Run 1, clock nets:
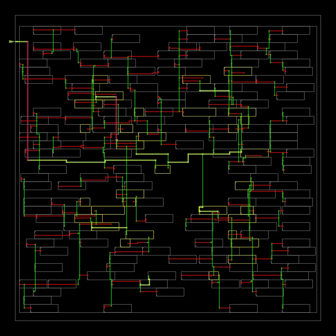
Run 1, wiring by layer:
(4 px per um)
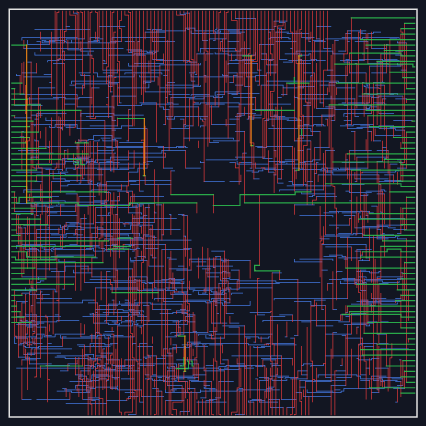
Run 1, port wiring:
(4 px per um)
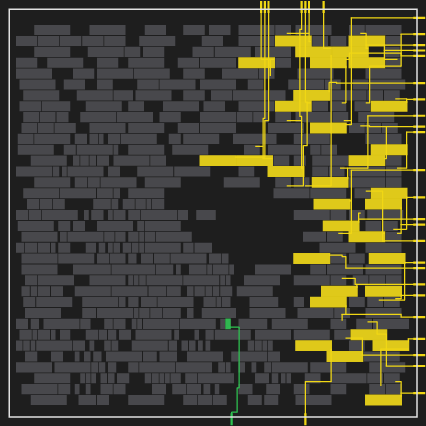
==> src/rtl/mem_port_arbiter.sv <==
// mem_port_arbiter
// Shares one single-ported memory between an instruction-fetch requester (I)
// and a data requester (D). One transaction is in flight at a time. The memory
// strobes are driven for one cycle, the read latency is waited out, and then
// a completion pulse goes back to the owner.
//
// Ports
//   clk_i, rst_ni                  clock, async active-low reset
//   i_req_i, i_addr_i              fetch request / address
//   i_gnt_o, i_rvalid_o, i_rdata_o fetch grant, completion pulse, data
//   d_req_i, d_we_i, d_be_i,
//   d_addr_i, d_wdata_i            data request and write fields
//   d_gnt_o, d_rvalid_o, d_rdata_o data grant, completion pulse, data
//   m_csn_o, m_wen_o, m_be_o,
//   m_addr_o, m_dout_o, m_din_i    memory strobes (active-low) and buses
//   i_grants_o, d_grants_o         16-bit wrapping grant counters
//
// state  | meaning
// IDLE   | arbitrate, grant is combinational from the requests
// ACCESS | memory strobe cycle, latency counter loaded
// WAIT   | count down read latency, sample m_din_i on the last cycle
// RESP   | completion pulse to the owner
module mem_port_arbiter #(
    parameter int ADDR_W  = 12,
    parameter int DATA_W  = 32,
    parameter int MEM_LAT = 1
) (
    input  logic              clk_i,
    input  logic              rst_ni,
    input  logic              i_req_i,
    input  logic [ADDR_W-1:0] i_addr_i,
    output logic              i_gnt_o,
    output logic              i_rvalid_o,
    output logic [DATA_W-1:0] i_rdata_o,
    input  logic              d_req_i,
    input  logic              d_we_i,
    input  logic [3:0]        d_be_i,
    input  logic [ADDR_W-1:0] d_addr_i,
    input  logic [DATA_W-1:0] d_wdata_i,
    output logic              d_gnt_o,
    output logic              d_rvalid_o,
    output logic [DATA_W-1:0] d_rdata_o,
    output logic              m_csn_o,
    output logic              m_wen_o,
    output logic [3:0]        m_be_o,
    output logic [ADDR_W-1:0] m_addr_o,
    output logic [DATA_W-1:0] m_dout_o,
    input  logic [DATA_W-1:0] m_din_i,
    output logic [15:0]       i_grants_o,
    output logic [15:0]       d_grants_o
);

    typedef enum logic [1:0] {ST_IDLE, ST_ACCESS, ST_WAIT, ST_RESP} state_e;

    state_e              state_q, state_d;
    logic                owner_q, owner_d;   // 1 = D owns the transaction
    logic                last_q, last_d;     // 1 = D was granted last
    logic                we_q, we_d;         // latched data write
    logic [2:0]          cnt_q, cnt_d;
    logic [ADDR_W-1:0]   m_addr_q, m_addr_d;
    logic [3:0]          m_be_q, m_be_d;
    logic [DATA_W-1:0]   m_dout_q, m_dout_d;
    logic [DATA_W-1:0]   i_rdata_q, i_rdata_d;
    logic [DATA_W-1:0]   d_rdata_q, d_rdata_d;
    logic [15:0]         i_grants_q, i_grants_d;
    logic [15:0]         d_grants_q, d_grants_d;
    logic                gnt_i, gnt_d;

    always_ff @(posedge clk_i or negedge rst_ni) begin
        if (!rst_ni) begin
            state_q    <= ST_IDLE;
            owner_q    <= 1'b0;
            last_q     <= 1'b1;
            we_q       <= 1'b0;
            cnt_q      <= '0;
            m_addr_q   <= '0;
            m_be_q     <= '0;
            m_dout_q   <= '0;
            i_rdata_q  <= '0;
            d_rdata_q  <= '0;
            i_grants_q <= '0;
            d_grants_q <= '0;
        end else begin
            state_q    <= state_d;
            owner_q    <= owner_d;
            last_q     <= last_d;
            we_q       <= we_d;
            cnt_q      <= cnt_d;
            m_addr_q   <= m_addr_d;
            m_be_q     <= m_be_d;
            m_dout_q   <= m_dout_d;
            i_rdata_q  <= i_rdata_d;
            d_rdata_q  <= d_rdata_d;
            i_grants_q <= i_grants_d;
            d_grants_q <= d_grants_d;
        end
    end

    always_comb begin
        state_d    = state_q;
        owner_d    = owner_q;
        last_d     = last_q;
        we_d       = we_q;
        cnt_d      = cnt_q;
        m_addr_d   = m_addr_q;
        m_be_d     = m_be_q;
        m_dout_d   = m_dout_q;
        i_rdata_d  = i_rdata_q;
        d_rdata_d  = d_rdata_q;
        i_grants_d = i_grants_q;
        d_grants_d = d_grants_q;
        gnt_i      = 1'b0;
        gnt_d      = 1'b0;

        case (state_q)
            ST_IDLE: begin
                // On a conflict the requester not granted last wins.
                gnt_i = i_req_i && (!d_req_i || last_q);
                gnt_d = d_req_i && (!i_req_i || !last_q);
                if (gnt_i || gnt_d) begin
                    state_d = ST_ACCESS;
                    owner_d = gnt_d;
                    last_d  = gnt_d;
                    we_d    = gnt_d && d_we_i;
                    // Memory buses are registered here so they show the
                    // latched transaction in ACCESS and hold afterwards.
                    m_addr_d = gnt_d ? d_addr_i : i_addr_i;
                    if (gnt_d && d_we_i) begin
                        m_be_d   = d_be_i;
                        m_dout_d = d_wdata_i;
                    end else begin
                        m_be_d   = 4'b1111;
                    end
                    if (gnt_d) d_grants_d = d_grants_q + 16'd1;
                    else       i_grants_d = i_grants_q + 16'd1;
                end
            end
            ST_ACCESS: begin
                cnt_d   = 3'(MEM_LAT);
                state_d = ST_WAIT;
            end
            ST_WAIT: begin
                if (cnt_q == 3'd1) begin
                    state_d = ST_RESP;
                    if (!we_q) begin
                        if (owner_q) d_rdata_d = m_din_i;
                        else         i_rdata_d = m_din_i;
                    end
                end else begin
                    cnt_d = cnt_q - 3'd1;
                end
            end
            ST_RESP: begin
                state_d = ST_IDLE;
            end
            default: state_d = ST_IDLE;
        endcase
    end

    assign i_gnt_o    = gnt_i;
    assign d_gnt_o    = gnt_d;
    assign i_rvalid_o = (state_q == ST_RESP) && !owner_q;
    assign d_rvalid_o = (state_q == ST_RESP) && owner_q;
    assign i_rdata_o  = i_rdata_q;
    assign d_rdata_o  = d_rdata_q;
    assign m_csn_o    = (state_q != ST_ACCESS);
    assign m_wen_o    = !((state_q == ST_ACCESS) && we_q);
    assign m_be_o     = m_be_q;
    assign m_addr_o   = m_addr_q;
    assign m_dout_o   = m_dout_q;
    assign i_grants_o = i_grants_q;
    assign d_grants_o = d_grants_q;

endmodule

==> config.mk <==
export PLATFORM = sky130hd
export DESIGN_NAME = mem_port_arbiter
export DESIGN_NICKNAME = d
export VERILOG_FILES = /design/src/rtl/mem_port_arbiter.sv
export SDC_FILE = /design/constraint.sdc
export NUM_CORES = 1
export LEC_CHECK = 0
export CORE_UTILIZATION = 63
export DETAILED_ROUTE_END_ITERATION = 12
export DONT_BUFFER_PORTS = 1
export PLACE_DENSITY = 0.83
export SETUP_SLACK_MARGIN = 0.2
export SYNTH_ARGS = -nofsm -noshare
export SYNTH_HDL_FRONTEND = slang
export SYNTH_SLANG_ARGS = --single-unit
==> constraint.sdc <==
create_clock -name clk_i -period 2.3 [get_ports clk_i]
set_input_delay 0.46 -clock clk_i [delete_from_list [all_inputs] [get_ports clk_i]]
set_output_delay 0.46 -clock clk_i [all_outputs]
set_load 0.02 [all_outputs]
==> impl_results.rst, run 1 <==
Flow metrics
------------

.. list-table::
   :header-rows: 1

   * - Metric
     - Value
   * - Status
     - complete, but fails checks
   * - Violated checks
     - negative hold slack
   * - Class of the most critical setup path
     - flip-flop to output pin
   * - Number of synthesized flops with an enable pin
     - 0
   * - Most congested layer reported by global routing
     - met2
   * - Met1 Wirelength
     - around 4.6 mm
   * - Area of all placed cells without fillers
     - 0.00712 mm^2
   * - Static leakage
     - between 3 and 4 nW
   * - Class of the tightest hold or removal check
     - input port to asynchronous set/reset pin
   * - Die ar.
     - 0.0103 mm^2
   * - Sequential share of cell area
     - 53.5%
   * - Post-cts resize count
     - 8
   * - Critical Path Slowest Stage Cell
     - sky130_fd_sc_hd__dfrtp_1
   * - Via count of the first global-routing pass
     - 3732
   * - Share of the final layout cell area in multi-input gates
     - 32.8%
   * - YS chip area
     - 0.00625 mm^2
   * - Clock buf/inv share
     - 8.51%
   * - Mean instance size in the synthesized netlist
     - 14.3 um^2
   * - CTS tree
     - yes
   * - IR drop worst, VDD
     - between 0.7 and 0.8 mV
   * - 1st-iter DRT viols
     - 163
   * - Worst slack on hold paths
     - -349 ps
   * - Multi-input gates
     - ~260
   * - Cell type group with the largest total delay on the critical path
     - flip-flops
   * - Gate power share
     - 21.2%
   * - Async set-reset flop share out of synthesis
     - 100%
   * - Netlist Area Pre-Place
     - ~0.0062 mm^2
   * - Cell at the root of the clock tree
     - sky130_fd_sc_hd__clkbuf_8
   * - Placed cells
     - 561
   * - Sequential share of power
     - 54.3%
   * - Net switching share of the total power
     - 39.4%
   * - Min Tclk post-route
     - between 2000 and 2500 ps
   * - Sequential-to-total area share from yosys stat
     - approximately three fifths
   * - Worst max-slew margin expressed relative to the limit
     - 74.2%
   * - Met2 Use GR
     - 43.6%
   * - Minimum setup slack after placement
     - about 170 ps
   * - Worst R2R Start
     - state_q[0]
   * - DIE HEIGHT
     - about 100 um
   * - Endpoints failing hold
     - 152
   * - DRC viols
     - 0
   * - Synthesized instance count
     - 438
   * - Capture point of the worst path
     - i_gnt_o
   * - End of the worst register-to-register path
     - i_rdata_o[23]
   * - Cell area after placement
     - 0.00643 mm^2
   * - Avg WL per Cell
     - 21.1 um
   * - GR Overflow Total
     - 0
   * - Kind of launch point of the worst setup path
     - flip-flop
   * - Count of nets after finishing
     - 564
   * - Top library cells by usage in the layout, fill and taps aside
     - sky130_fd_sc_hd__dfrtp_1, sky130_fd_sc_hd__mux2_2, sky130_fd_sc_hd__nand2_1
   * - Pins over their slew limit
     - 0
   * - Stages on the worst setup path
     - 5
   * - Number of antenna violations at the first check in global routing
     - 0
   * - First-pass GRT wire length
     - around 19 mm
   * - Pin count of the biggest net entering global routing
     - 153
   * - Layout buffer count excluding clock buffers
     - 17
   * - Weighted congestion reported at the end of routability-driven placement
     - 0.760
Notes on 'clock nets' above:
TritonCTS sink count: 152
insertion delay at the late pin of the worst-skew pair: 500 ps
clock buffers created by TritonCTS: 17
flip-flops: 152

Notes on 'wiring by layer' above:
metal 1 -> blue  # wire length 4610 um
metal 4 -> orange  # wire length 114 um
metal 2 -> red  # wire length 6720 um
metal 3 -> green  # wire length 1200 um
combined global-route utilization of all metal layers: 24.9%
via count: 3551

Notes on 'port wiring' above:
m_csn_o -> green  # direction output, end cells 1, buffers 0, wire 26.3 um
d_rdata_o -> yellow  # direction output, end cells 32, buffers 0, wire 789 um

==> run 1: synth_stat cells (2+ instances only) <==
cell type	n	share of area (%)
sky130_fd_sc_hd__and2_1	2	0.20
sky130_fd_sc_hd__nor2_1	7	0.42
sky130_fd_sc_hd__o22a_1	4	0.56
sky130_fd_sc_hd__dfrtp_1	151	60
sky130_fd_sc_hd__a22o_1	3	0.42
sky130_fd_sc_hd__mux2_2	74	13
sky130_fd_sc_hd__nor2b_1	3	0.30
sky130_fd_sc_hd__ha_1	9	1.8
sky130_fd_sc_hd__nand3_1	14	1.1
sky130_fd_sc_hd__nand2_1	33	2.0
sky130_fd_sc_hd__buf_6	5	0.90
sky130_fd_sc_hd__nor3_1	7	0.56
sky130_fd_sc_hd__o21ai_0	13	1.0
sky130_fd_sc_hd__xor2_1	9	1.3
sky130_fd_sc_hd__a21oi_1	3	0.24
sky130_fd_sc_hd__and4_1	3	0.42
sky130_fd_sc_hd__clkbuf_1	7	0.42
sky130_fd_sc_hd__mux2i_1	12	1.9
sky130_fd_sc_hd__mux2_4	25	6.0
sky130_fd_sc_hd__nor4_1	3	0.30
sky130_fd_sc_hd__buf_2	4	0.32
sky130_fd_sc_hd__xnor2_1	21	2.9
sky130_fd_sc_hd__inv_1	8	0.48
sky130_fd_sc_hd__nand4_1	4	0.40
sky130_fd_sc_hd__and3_1	2	0.20
==> run 1: logic make-up (layout without fill, tap and decap cells) <==
group                      after synthesis  in the layout  synth area share, %
DFF                                    152            152                 60.9
muxes                                  111            111                 21.3
and+or+nand+nor                         84             84                 6.77
xor gates and xnor gates                30             30                 4.21
AOI/OAI and AO/OA                       27             27                 2.78
buffers and inverters                   25             58                 2.26
adders and majority gates                9              9                 1.80
Run 1, where the registers sit:
(3 px per um) Other sequential cells in the stronger gray, the rest of the logic in the fainter gray.
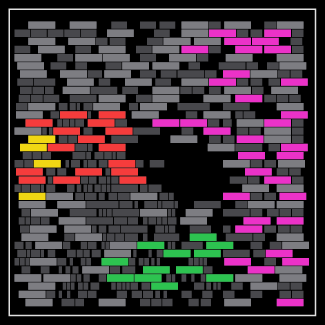

==> run 2: changes to the inputs <==
Settings changed: CORE_UTILIZATION 63 to 65, CTS_BUF_LIST from default to sky130_fd_sc_hd__clkbuf_2 sky130_fd_sc_hd__clkbuf_4 sky130_fd_sc_hd__clkbuf_8, PLACE_DENSITY 0.83 to 0.85.
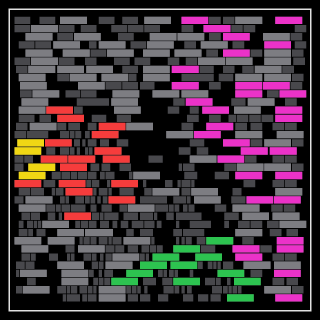
Run 2: where the registers sit
(3 px per um) Other sequential cells in the stronger gray, the rest of the logic in the fainter gray.
d_grants_o -> red  # placed flops 16, where middle left
d_rdata_o -> magenta  # placed flops 32
m_addr_o -> green  # placed flops 12
m_be_o -> yellow  # placed flops 4, where middle left
not colored = 88
total area of sequential cells: 0.00380 mm^2
power attributed to sequential cells: 0.00615 W
Finished Core Util: 74.2%

==> run 2 against run 1 <==
The run still ends with negative hold slack left; routed wire length shrank 4.5%; die size shrank 3.0%; final area shrank 3.1%; global-route usage shrank 0.47 points; first-iteration DRC count shrank 35%; clock power shrank 27%; synthesized cell count is the same; setup slack gained 48 ps; sequential power is essentially flat; critical path type unchanged; largest power group unchanged.
==> impl_results.rst, run 2 <==
Flow metrics
------------

.. list-table::
   :header-rows: 1

   * - Metric
     - Value
   * - Status
     - complete, but fails checks
   * - Violated checks
     - negative hold slack
   * - Count of nets after finishing
     - 562 (-0.35%)
   * - Class of the most critical setup path
     - flip-flop to output pin
   * - Antenna cells
     - 0
   * - Minimum setup slack after placement
     - 120 ps (-53.2 ps)
   * - IR drop worst, VDD
     - 0.871 mV (+12%)
   * - TritonCTS sink count
     - 152 (unchanged)
   * - Simple logic cell fraction of the synthesized area
     - 6.77% (unchanged)
   * - 1st-iter DRT viols
     - 106 (-35%)
   * - Half-perimeter wire length after detailed placement
     - 8.58 mm
   * - Maximum clock path buffer count
     - 2
   * - Xor/xnor share
     - 4.21% (unchanged)
   * - Worst clock skew
     - 15.3 ps
   * - Critical Path Slowest Stage Cell
     - sky130_fd_sc_hd__dfrtp_1
   * - Post-synth top area share
     - 60.5% (unchanged)
   * - Die ar.
     - 0.0100 mm^2 (-3.0%)
   * - Total power per unit cell area
     - 1530 mW/mm^2
   * - Cell at the root of the clock tree
     - sky130_fd_sc_hd__clkbuf_8
   * - Area of all placed cells without fillers
     - 0.00689 mm^2 (-3.1%)
   * - Pin count of the biggest net entering global routing
     - 153 (unchanged)
   * - Proportion of layout cells with a drive suffix above 1
     - 33.3%
   * - Endpoints failing hold
     - 152 (unchanged)
   * - Combined global-route utilization of all metal layers
     - 24.5% (-0.47 points)
   * - Avg WL per Cell
     - 20.2 um (-4.2%)
   * - Cell taking the most area after synthesis
     - sky130_fd_sc_hd__dfrtp_1
   * - Number of buffer and inverter stages on the critical path
     - 2
   * - Met2 Use GR
     - 41.6% (-2.0 points)
   * - Min Tclk post-route
     - 2040 ps (-48.0 ps)
   * - YS chip area
     - 0.00625 mm^2 (unchanged)
   * - Req. time, crit path
     - 1840 ps
   * - Weighted congestion reported at the end of routability-driven placement
     - 0.810 (+6.6%)
   * - Via count of the first global-routing pass
     - 3569 (-4.4%)
   * - DRC viols
     - 0 (unchanged)
   * - Setup violation total in the final timing report
     - 0
   * - Class of the tightest hold or removal check
     - input port to asynchronous set/reset pin
   * - End of the worst register-to-register path
     - i_rdata_o[15]
   * - Clock buffers created by TritonCTS
     - 17 (unchanged)
   * - Worst R2R Start
     - state_q[0]
   * - Register-to-Register Setup Slack
     - approximately 410 ps
   * - Total of max-cap violations
     - 0
   * - Stages on the worst setup path
     - 5 (unchanged)
   * - Distinct cell type count after synthesis
     - 37
   * - Post-synthesis mux area share
     - 21.3% (unchanged)
   * - Most instantiated flip-flop cell in the synthesis netlist
     - sky130_fd_sc_hd__dfrtp_1
   * - Number of synthesized flops with an enable pin
     - 0 (unchanged)
   * - Sequential-to-total area share from yosys stat
     - 60.9% (unchanged)
   * - Static leakage
     - 3.19 nW (-3.3%)
   * - GR Overflow Total
     - 0 (unchanged)
   * - Aoi/oai-family share of the synthesized area
     - 2.78% (unchanged)
   * - Most instantiated cells after synthesis
     - sky130_fd_sc_hd__dfrtp_1, sky130_fd_sc_hd__mux2_2, sky130_fd_sc_hd__nand2_1
   * - Most congested layer reported by global routing
     - met2
   * - Capture point of the worst path
     - i_gnt_o
   * - Mean instance size in the synthesized netlist
     - 14.3 um^2 (unchanged)
   * - Netlist Area Pre-Place
     - 0.00625 mm^2 (unchanged)
   * - Type of destination of the critical path
     - output pin
   * - Worst max-slew margin expressed relative to the limit
     - 62.9% (-11 points)
   * - Top library cells by usage in the layout, fill and taps aside
     - sky130_fd_sc_hd__dfrtp_1, sky130_fd_sc_hd__mux2_2, sky130_fd_sc_hd__nand2_1
   * - Main logic family after synthesis
     - multiplexers
   * - Pins over their slew limit
     - 0 (unchanged)
   * - Kind of launch point of the worst setup path
     - flip-flop
   * - Number of nets in the synthesized netlist
     - 544
   * - Worst slack on hold paths
     - -270 ps (+79.0 ps)
   * - CTS tree
     - yes
   * - Cell area after placement
     - 0.00641 mm^2 (-0.23%)
   * - Insertion delay at the late pin of the worst-skew pair
     - 430 ps (-70 ps)
   * - Number of antenna violations at the first check in global routing
     - 0 (unchanged)
   * - Setup TNS
     - 0 ps
   * - Arithmetic-cell share of the synthesized area counting full adders, half adders and majority gates
     - 1.80% (unchanged)
   * - First-pass GRT wire length
     - 18.5 mm (-3.9%)
   * - Number of detailed-routing iterations run before antenna repair
     - 4
   * - Via count
     - 3450 (-2.8%)
   * - Setup repair after global routing missed its margin
     - true
   * - DIE HEIGHT
     - 100 um (-1.5%)
   * - Synthesized instance count
     - 438 (unchanged)
   * - Cell type group with the largest total delay on the critical path
     - flip-flops
   * - Async set-reset flop share out of synthesis
     - 100% (unchanged)
   * - Met1 Wirelength
     - 4.46 mm (-3.2%)
   * - Most instantiated library cell after synthesis
     - sky130_fd_sc_hd__dfrtp_1
   * - Top cells by area, synth
     - sky130_fd_sc_hd__dfrtp_1, sky130_fd_sc_hd__mux2_2, sky130_fd_sc_hd__mux2_4, sky130_fd_sc_hd__xnor2_1, sky130_fd_sc_hd__nand2_1
   * - Synth warnings
     - 0
   * - Top metal layer carrying routed signals
     - met4
## run 2: cell count changes in the layout (fill, tap and decap cells not counted), sizes merged
cell | previous run | this run
inv | 18 | 16
buf | 17 | 15
clkinvlp | 2 | 4
## run 2: worst min path at each step
stage	startpoint	end	slack (ps)	cells past startpoint
2_1_floorplan	rst_ni	cnt_q[0]	160	0
3_3_place_gp	rst_ni	i_rdata_o[7]	170	0
3_5_place_dp	rst_ni	d_rdata_o[0]	170	0
4_1_cts	rst_ni	m_dout_o[12]	-300	0
5_1_grt	rst_ni	d_rdata_o[0]	-320	0
6_report	rst_ni	d_rdata_o[0]	-270	0
## run 2: power breakdown
group | leakage, nW | internal [W] | switching [W]
registers | 1.86 | 0.00382 | 0.00232
logic | 1.14 | 0.00142 | 0.000951
clock network | 0.196 | 0.00101 | 0.00102
total | 3.19 | 0.00625 | 0.00430
## run 2: cell type report
class,instances,area [um^2],share of cell area [%]
Timing Repair Buffer,15,150,2.18
Sequential cell,152,3800,55.2
Multi-Input combinational cell,261,2330,33.8
Tap cell,129,161,2.34
Clock buffer,18,241,3.50
Inverter,9,43.8,0.635
Clock inverter,14,164,2.38
## run 2: timing repair
item | in CTS | in global routing
hold endpoints to repair | 152 | 152
gates resized | 8 | 1
pin swaps | 0 | 2
buffers inserted | 0 | 7
setup endpoints to repair | 34 | 2
## run 2: worst register-to-register path: stages, from the launching register on
cell and delay [ps]:
sky130_fd_sc_hd__dfrtp_1 420, sky130_fd_sc_hd__inv_2 100, sky130_fd_sc_hd__ha_1 330, sky130_fd_sc_hd__nor4b_4 300, sky130_fd_sc_hd__buf_12 250, sky130_fd_sc_hd__mux2_2 380
## run 2: stage by stage
step	cells	hold slack, ps
final	598	-270
after detailed placement	559	167
after floorplan	438	164
after CTS	591	-299
after global placement	559	167
after global routing	598	-321
Run 2, clock nets:
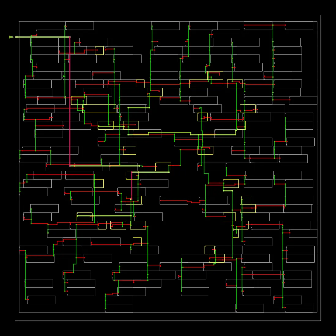

==> run 3: changes to the inputs <==
Settings changed: PLACE_DENSITY 0.85 to 0.81.
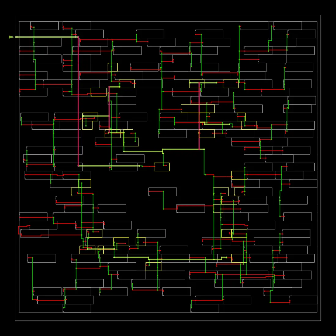
Run 3: clock nets
layout clock buffer count: 19
clock distribution power: 0.00197 W
worst clock skew: 14.8 ps
insertion delay at the late pin of the worst-skew pair: 420 ps

==> run 3 against run 2 <==
The flow still finishes with violations (negative hold slack); core utilization is 0.31 points lower; setup slack gained 2.9 ps; via count increased by 0.75%; critical path type unchanged; critical endpoint unchanged.
==> impl_results.rst, run 3 <==
Flow metrics
------------

.. list-table::
   :header-rows: 1

   * - Metric
     - Value
   * - Final cell count without fillers
     - 596 (-0.33%)
   * - Pin count of the biggest net entering global routing
     - 153 (unchanged)
   * - Min Tclk post-route
     - 2030 ps (-2.94 ps)
   * - Sequential-to-total area share from yosys stat
     - 60.9% (unchanged)
   * - Worst slack on hold paths
     - -280 ps (-10.0 ps)
   * - Cell area after placement
     - 0.00642 mm^2 (+0.12%)
   * - IR drop worst, VDD
     - 0.683 mV (-22%)
   * - Minimum setup slack after placement
     - 163 ps (+43.2 ps)
   * - Register-to-Register Setup Slack
     - 390 ps (-20 ps)
   * - YS chip area
     - 0.00625 mm^2 (unchanged)
   * - Clock buffers created by TritonCTS
     - 17 (unchanged)
   * - Kind of launch point of the worst setup path
     - flip-flop
   * - End of the worst register-to-register path
     - i_rdata_o[0]
   * - Share of the final layout cell area in multi-input gates
     - 33.9% (+0.14 points)
   * - Cell taking the most area after synthesis
     - sky130_fd_sc_hd__dfrtp_1
   * - Sequential share of cell area
     - 55.4% (+0.23 points)
   * - DIE HEIGHT
     - 100 um (unchanged)
   * - Avg WL per Cell
     - 20.2 um (+0.21%)
   * - Capture point of the worst path
     - i_gnt_o
   * - Sequential share of power
     - 58.7% (+0.4 points)
   * - Half-perimeter wire length after detailed placement
     - 8.49 mm (-1.1%)
   * - CTS tree
     - yes
   * - Total area of sequential cells
     - 0.00380 mm^2 (unchanged)
   * - Finished Core Util
     - 73.9% (-0.31 points)
   * - Endpoints failing hold
     - 152 (unchanged)
   * - Setup violation total in the final timing report
     - 0 (unchanged)
   * - TritonCTS sink count
     - 152 (unchanged)
   * - Proportion of layout cells with a drive suffix above 1
     - 33.0% (-0.29 points)
   * - Most instantiated cells after synthesis
     - sky130_fd_sc_hd__dfrtp_1, sky130_fd_sc_hd__mux2_2, sky130_fd_sc_hd__nand2_1
   * - Netlist Area Pre-Place
     - 0.00625 mm^2 (unchanged)
   * - Violated checks
     - negative hold slack
   * - 1st-iter DRT viols
     - 108 (+1.9%)
   * - Worst R2R Start
     - state_q[0]
   * - Total power per unit cell area
     - 1520 mW/mm^2 (-0.45%)
   * - Class of the most critical setup path
     - flip-flop to output pin
   * - Status
     - complete, but fails checks
   * - Most instantiated flip-flop cell in the synthesis netlist
     - sky130_fd_sc_hd__dfrtp_1
   * - Maximum clock path buffer count
     - 2 (unchanged)
   * - Combinational Area
     - 0.00233 mm^2 (unchanged)
   * - Setup TNS
     - 0 ps (unchanged)
   * - Relative contribution of the clock network to total power
     - 18.9% (-0.3 points)
   * - Synth warnings
     - 0 (unchanged)
   * - Type of destination of the critical path
     - output pin
   * - Class of the tightest hold or removal check
     - input port to asynchronous set/reset pin
   * - Gate power share
     - 22.4% (about the same)
   * - Critical Path Slowest Stage Cell
     - sky130_fd_sc_hd__dfrtp_1
run 3: metal layers:
metal  vias to the layer above  GRT usage [%]  share of wire, %
li1                       1556              -                 -
met3                        19           12.1                11
met1                      1750           27.4                37
met4                         0           8.58               1.7
met2                       151           39.6                50
met5                         -              0                 0
run 3: worst min path at each step:
stage            from             to  slack, ps  cells after the start
6_report       rst_ni  i_rdata_o[31]       -280                      0
5_1_grt        rst_ni  i_rdata_o[31]       -330                      0
4_1_cts        rst_ni  d_rdata_o[11]       -310                      0
3_5_place_dp   rst_ni  i_rdata_o[31]        170                      0
3_3_place_gp   rst_ni  i_rdata_o[31]        170                      0
2_1_floorplan  rst_ni       cnt_q[0]        160                      0
run 3: power by group through the flow:
stage	clock network (W)	registers, W	logic, W
after global placement	0	0.00616	0.00212
after floorplan	0	0.00585	0.00193
after global routing	0.00213	0.00627	0.00257
after detailed placement	0	0.00620	0.00225
final	0.00197	0.00614	0.00234
after CTS	0.00201	0.00615	0.00234
run 3: cell families (layout without fill, tap and decap cells):
kind of cell,after synthesis,after routing,synth area share [%]
multiplexers,111,111,21.3
AND/OR/NAND/NOR,84,84,6.77
AND-OR/OR-AND,27,27,2.78
flip-flops,152,152,60.9
adder cells (fa/ha/maj),9,9,1.80
XOR/XNOR,30,30,4.21
buffers and inverters,25,54,2.26
run 3: critical path, delay by kind of cell (launching register included):
| kind | cells | cell delay [ps] |
|---|---|---|
| adder cells (fa/ha/maj) | 1 | 160 |
| AND/OR/NAND/NOR | 2 | 410 |
| flip-flops | 1 | 390 |
| buffers and inverters | 2 | 200 |
run 3: repair_timing:
item,CTS,global route
endpoints found under the setup margin,34,2
pin swaps,0,2
gates resized,8,0
buffers inserted,2,2
hold endpoints to repair,152,152
Power figures rest on the tool's default switching activity, not on a simulated workload.
